**src/rtl/float_pkg.sv**
```systemverilog
// Shared constants and FSM state type for the sequential single-precision multiplier.
package float_pkg;

    localparam int EXP_W  = 8;
    localparam int FRAC_W = 23;
    localparam int MANT_W = FRAC_W + 1;
    localparam int PROD_W = 2 * MANT_W;
    localparam logic [EXP_W-1:0] BIAS = 8'h7F;

    typedef enum logic [1:0] {
        IDLE = 2'd0,
        MUL  = 2'd1,
        NORM = 2'd2,
        DONE = 2'd3
    } state_t;

    // Biased exponent of the product before normalisation; wraps modulo 256.
    function automatic logic [EXP_W-1:0] exp_sum(input logic [EXP_W-1:0] ea,
                                                 input logic [EXP_W-1:0] eb);
        exp_sum = ea + eb - BIAS;
    endfunction

endpackage

```
**src/rtl/mant_mul_iter.sv**
```systemverilog
// Iterative 24x24 mantissa multiplier: retires BITS_PER_CYCLE multiplier bits per
// cycle (LSB first); done is a one-cycle pulse registered after the last iteration.
module mant_mul_iter
    import float_pkg::*;
#(
    parameter int BITS_PER_CYCLE = 1
) (
    input  logic              clk,
    input  logic              rst,
    input  logic              start,
    input  logic [MANT_W-1:0] a,
    input  logic [MANT_W-1:0] b,
    output logic              done,
    output logic [PROD_W-1:0] prod
);

    localparam int ITERS = MANT_W / BITS_PER_CYCLE;
    localparam int CNT_W = 5;
    localparam logic [CNT_W-1:0] LAST_CNT = CNT_W'(ITERS - 1);

    logic [PROD_W-1:0] a_q;
    logic [MANT_W-1:0] b_q;
    logic [PROD_W-1:0] acc_q;
    logic [CNT_W-1:0]  cnt_q;
    logic              busy_q;
    logic              done_q;
    logic [PROD_W-1:0] pp_s;

    // Partial product of the pre-shifted multiplicand and the current multiplier chunk.
    always_comb begin
        pp_s = '0;
        for (int j = 0; j < BITS_PER_CYCLE; j++) begin
            if (b_q[j]) begin
                pp_s = pp_s + (a_q << j);
            end else begin
                pp_s = pp_s;
            end
        end
    end

    // Operand load on start, then shift-and-add until the counter reaches the last chunk.
    always_ff @(posedge clk) begin
        if (rst) begin
            a_q    <= '0;
            b_q    <= '0;
            acc_q  <= '0;
            cnt_q  <= '0;
            busy_q <= 1'b0;
            done_q <= 1'b0;
        end else if (start) begin
            a_q    <= {{MANT_W{1'b0}}, a};
            b_q    <= b;
            acc_q  <= '0;
            cnt_q  <= '0;
            busy_q <= 1'b1;
            done_q <= 1'b0;
        end else if (busy_q) begin
            acc_q  <= acc_q + pp_s;
            a_q    <= a_q << BITS_PER_CYCLE;
            b_q    <= b_q >> BITS_PER_CYCLE;
            cnt_q  <= cnt_q + 5'd1;
            busy_q <= (cnt_q != LAST_CNT);
            done_q <= (cnt_q == LAST_CNT);
        end else begin
            done_q <= 1'b0;
        end
    end

    assign done = done_q;
    assign prod = acc_q;

endmodule

```
**src/rtl/float_mul_seq.sv**
```systemverilog
// Sequential IEEE-754 single-precision multiplier (truncating, no special-value
// handling beyond zero exponent) built around an iterative mantissa datapath.
module float_mul_seq
    import float_pkg::*;
#(
    parameter int BITS_PER_CYCLE = 1
) (
    input  logic        clk,
    input  logic        rst,
    input  logic        in_valid,
    output logic        in_ready,
    input  logic [31:0] v1,
    input  logic [31:0] v2,
    output logic        out_valid,
    input  logic        out_ready,
    output logic [31:0] vres
);

    state_t            state_q, state_d;
    logic              sign_q;
    logic [EXP_W-1:0]  exp_q;
    logic              zero_q;
    logic [31:0]       vres_q, vres_d;
    logic              start_s;
    logic              mul_done_s;
    logic [PROD_W-1:0] prod_s;

    mant_mul_iter #(
        .BITS_PER_CYCLE(BITS_PER_CYCLE)
    ) u_mant (
        .clk  (clk),
        .rst  (rst),
        .start(start_s),
        .a    ({1'b1, v1[FRAC_W-1:0]}),
        .b    ({1'b1, v2[FRAC_W-1:0]}),
        .done (mul_done_s),
        .prod (prod_s)
    );

    // State register.
    always_ff @(posedge clk) begin
        if (rst) begin
            state_q <= IDLE;
        end else begin
            state_q <= state_d;
        end
    end

    // Next-state logic, accept strobe and result packing.
    always_comb begin
        state_d = state_q;
        start_s = 1'b0;
        vres_d  = vres_q;
        case (state_q)
            IDLE: begin
                if (in_valid) begin
                    start_s = 1'b1;
                    state_d = MUL;
                end else begin
                    state_d = IDLE;
                end
            end
            MUL: begin
                if (mul_done_s) begin
                    state_d = NORM;
                end else begin
                    state_d = MUL;
                end
            end
            NORM: begin
                // A zero exponent field forces signed zero; otherwise normalise by p[47].
                if (zero_q) begin
                    vres_d = {sign_q, 31'd0};
                end else if (prod_s[PROD_W-1]) begin
                    vres_d = {sign_q, exp_q + 8'd1, prod_s[46:24]};
                end else begin
                    vres_d = {sign_q, exp_q, prod_s[45:23]};
                end
                state_d = DONE;
            end
            DONE: begin
                if (out_ready) begin
                    state_d = IDLE;
                end else begin
                    state_d = DONE;
                end
            end
            default: begin
                state_d = IDLE;
            end
        endcase
    end

    // Sign, exponent and zero flag captured at accept; result held until the next NORM.
    always_ff @(posedge clk) begin
        if (rst) begin
            sign_q <= 1'b0;
            exp_q  <= '0;
            zero_q <= 1'b0;
            vres_q <= 32'h0000_0000;
        end else begin
            if (start_s) begin
                sign_q <= v1[31] ^ v2[31];
                exp_q  <= exp_sum(v1[30:23], v2[30:23]);
                zero_q <= (v1[30:23] == 8'h00) || (v2[30:23] == 8'h00);
            end else begin
                sign_q <= sign_q;
                exp_q  <= exp_q;
                zero_q <= zero_q;
            end
            vres_q <= vres_d;
        end
    end

    assign in_ready  = (state_q == IDLE);
    assign out_valid = (state_q == DONE);
    assign vres      = vres_q;

endmodule

```
**config.mk**
```make
export PLATFORM = sky130hd
export DESIGN_NAME = float_mul_seq
export DESIGN_NICKNAME = d
export VERILOG_FILES = /design/src/rtl/float_pkg.sv /design/src/rtl/mant_mul_iter.sv /design/src/rtl/float_mul_seq.sv
export SDC_FILE = /design/constraint.sdc
export NUM_CORES = 1
export LEC_CHECK = 0
export CAP_MARGIN = 20
export CORE_ASPECT_RATIO = 1.1
export CORE_MARGIN = 4
export CORE_UTILIZATION = 58
export CTS_CLUSTER_DIAMETER = 120
export DETAILED_ROUTE_END_ITERATION = 16
export GPL_TIMING_DRIVEN = 1
export HOLD_SLACK_MARGIN = 0.15
export PLACE_DENSITY = 0.84
export REMOVE_ABC_BUFFERS = 1
export SYNTH_ARGS = -nofsm -noshare
export SYNTH_HDL_FRONTEND = slang
export SYNTH_SLANG_ARGS = --single-unit
export TNS_END_PERCENT = 50
```
**constraint.sdc**
```tcl
create_clock -name clk -period 3.6 [get_ports clk]
set_input_delay 0.36 -clock clk [delete_from_list [all_inputs] [get_ports clk]]
set_output_delay 0.36 -clock clk [all_outputs]
set_load 0.02 [all_outputs]
```
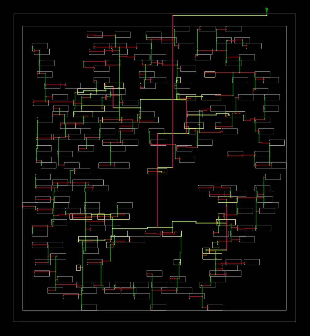
(run_1/clocks.png)
skew final: 0.0131 ns
Clock Power: 1.81 mW
Seq cells: 171
CTS Buf Count: 17
TritonCTS Sinks: 171

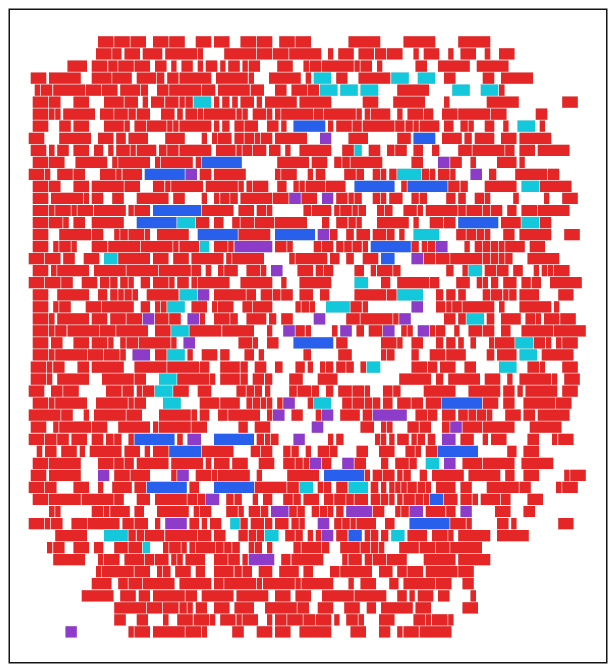
(run_1/sizes.png)
legend:
  _0 and _1 cells:
    colour: red
    cells: 1178
  _2 cells:
    colour: cyan
    cells: 43
  _6 and larger:
    colour: blue
    cells: 25
  _3 and _4 cells:
    colour: purple
    cells: 47

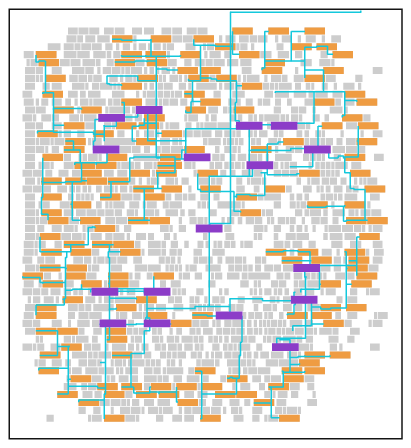
(run_1/clk_routes.png)
legend:
  clock wires:
    colour: cyan
    length: 2060 um
  flip-flops:
    colour: orange
    count: 171
  clock drivers:
    colour: purple
    count: 17
flops lie: widely spread

==> GITHUB_STEP_SUMMARY, run 1 <==
### Yosys + OpenROAD results

| Metric | Value |
|---|---|
| Cell total in the yosys stat output | `1207` |
| R2r startpoint | `u_mant.b_q[0]` |
| Gr usage total | `0.255` |
| CTS max path bufs | `2` |
| Hold crit path type | `input pin to flip-flop` |
| Row Count | `50` |
| Resize count post-CTS | `0` |
| Util after Layout | `0.706` |
| Buffers excl. clock | `137` |
| Synth async-reset ratio | `0` |
| Vias in the first global route | `8602` |
| Post-synth EDFFs | `0` |
| Met1 usage | `0.338` |
| P_sw | `1.11 mW` |
| Peak VDD IR | `331 uV` |
| Setup crit start | `u_mant.b_q[0]` |
| RSZ-0062 raised after global routing | `false` |
| DR vias/cell | `5.92` |
| WHS Path Cells | `2` |
| Largest net degree at the start of global routing | `100` |
| Met3 WL | `1.49 mm` |
| Fraction of area in multi-input gates | `0.532` |
| Most common library cells after synthesis | `179 x nor2_1, 171 x dfxtp_1, 94 x mux2i_1` |
| CLK BUF | `20` |
| CP max stage cell | `fa_1` |
| Gpl congestion | `0.943` |
| Sequential Power | `2.02 mW` |
| YS warnings | `0` |
| FF+latch area | `3430 um2` |
| Max-slew violation count | `0` |
| Run status | `finished clean` |
| Final Setup Violations | `0` |
| Core footprint | `17100 um2` |
| F_max | `0.310 GHz` |
| Die area | `19800 um2` |
| Layout non-clock buf frac | `0.108` |
| YS chip area | `10200 um2` |
| DR DRC count | `0` |
| Initial DRC count | `618` |
| Avg Cell Area, Syn | `8.48 um2` |
| Max-cap violations | `0` |
| Final instance area | `12100 um2` |
| Yosys top cell by instances | `nor2_1` |
| Clock transition at path regs | `0.06 ns` |
==> run_1/layer_met1.png <==
Supply wires on this layer in grey.
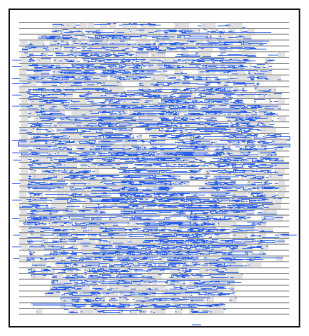

## Run 2: what changed since run 1
Settings changed: CTS_CLUSTER_SIZE set to 12, SLEW_MARGIN set to 20.
Clock period 3.6 ns to 3.4 ns, I/O delays scaled along.
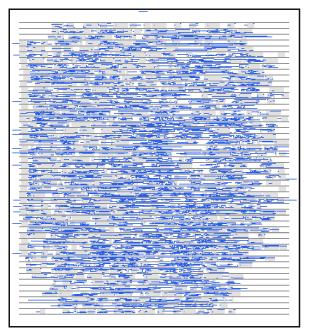
(run_2/layer_met1.png)
Supply wires on this layer in grey.
nets with wire on the layer: 1325
wire length on this layer: 11100 um
share of all routed wire: 44%

==> run 2 against run 1 <==
Effect of this change: sequential power rose by 6%; final cell count down 0.79%; clock skew decreased by 0.0018 ns; sequential share of layout area is 0.36 points higher; via count shrank 0.94%; maximum frequency grew 4.1%; combinational power is 3% higher; register-to-register slack worse by 0.07 ns; first-iteration DRC count shrank 7.3%; largest cell class unchanged; highest routed layer unchanged.
==> GITHUB_STEP_SUMMARY, run 2 <==
### Yosys + OpenROAD results

| Metric | Value |
|---|---|
| Gr usage total | `0.252` |
| Postcts setup bufs | `0` |
| Hold crit path type | `input pin to flip-flop` |
| Cell Area, Placed | `11400 um2` |
| Min Hold Slack | `0.337 ns` |
| GRT busiest layer | `met2` |
| Initial DRC count | `573` |
| WHS Endpoint | `u_mant.prod[47]` |
| Logic area | `6440 um2` |
| DR DRC count | `0` |
| Run status | `finished clean` |
| Met2 usage | `0.424` |
| Ant diodes | `0` |
| Max-cap violations | `0` |
| Sw Share | `0.270` |
| Post-synth EDFFs | `0` |
| Clock transition at path regs | `0.06 ns` |
| Avg Cell Area, Syn | `8.48 um2` |
| Clock Power | `1.83 mW` |
| Layout Cells excl Fill | `1515` |
| Count of buffer and inverter cells on the critical path | `2` |
| Cell total in the yosys stat output | `1207` |
| Peak VDD IR | `345 uV` |
| Global route overflow | `0` |
| Core footprint | `17100 um2` |
| Skew final | `0.0113 ns` |
| Row Count | `50` |
| Util after Layout | `0.697` |
| F_max | `0.323 GHz` |
| Least-Margin Pin Slew | `0.977 ns` |
| Routed vias | `8948` |
| Final Setup Violations | `0` |
| CP max stage cell | `dfxtp_1` |
| RSZ-0062 raised after global routing | `false` |
| YS warnings | `0` |
| Arrival time worst endpoint | `3.42 ns` |
| Final WL | `25.1 mm` |
| Setup crit end kind | `flip-flop` |
| Vias in the first global route | `8641` |
| Ys flops | `171` |
| CLK BUF | `18` |
| R2r startpoint | `u_mant.b_q[0]` |
| YS chip area | `10200 um2` |
| Met3 WL | `1.60 mm` |
| Area share, top type | `0.335` |
| Largest net degree at the start of global routing | `100` |
| Top cell excl fill/tap | `nor2_1` |
| Top Consumer | `registers` |
| P_sw | `1.21 mW` |
| Synth async-reset ratio | `0` |
| First-pass GRT wire length | `41.5 mm` |
| Internal Power | `3.28 mW` |
| H-tree levels | `4` |
| CTS tree | `built` |
| TritonCTS Sinks | `171` |
| Seq cells | `171` |
| FF+latch area | `3430 um2` |
| Most common library cells after synthesis | `179 x nor2_1, 171 x dfxtp_1, 94 x mux2i_1` |
| CTS Buf Count | `17` |
| Sequential Power | `2.14 mW` |
| Buffers excl. clock | `125` |
| Hold Startpoint | `rst` |
| Mux share | `0.119` |
| Yosys top cell by instances | `nor2_1` |
| Die Y | `147 um` |
| Clock-cell share | `0.0450` |
| Power, Total | `4.48 mW` |
| Tap Count | `234` |
| WHS Path Cells | `4` |
| Setup crit start | `u_mant.b_q[0]` |
| Gpl congestion | `0.975` |
| Post-DRT Antenna Nets | `0` |
| Layout non-clock buf frac | `0.0995` |
| Fraction of area in multi-input gates | `0.539` |
| Yosys cell types | `62` |
| Die area | `19800 um2` |
| Critical Path Stages | `12` |
| Max-slew violation count | `0` |
| Met1 usage | `0.321` |
| Setup slack, reg-to-reg | `0.30 ns` |
| Worst-Skew Late Latency | `0.43 ns` |
| CTS max path bufs | `2` |
| DR vias/cell | `5.91` |
| First-pass iteration count of the detailed router | `4` |
| Pre-CTS setup slack | `0.315 ns` |
| Resize count post-CTS | `0` |
| Final instance area | `11900 um2` |
Power is estimated from default activity; no workload was simulated.
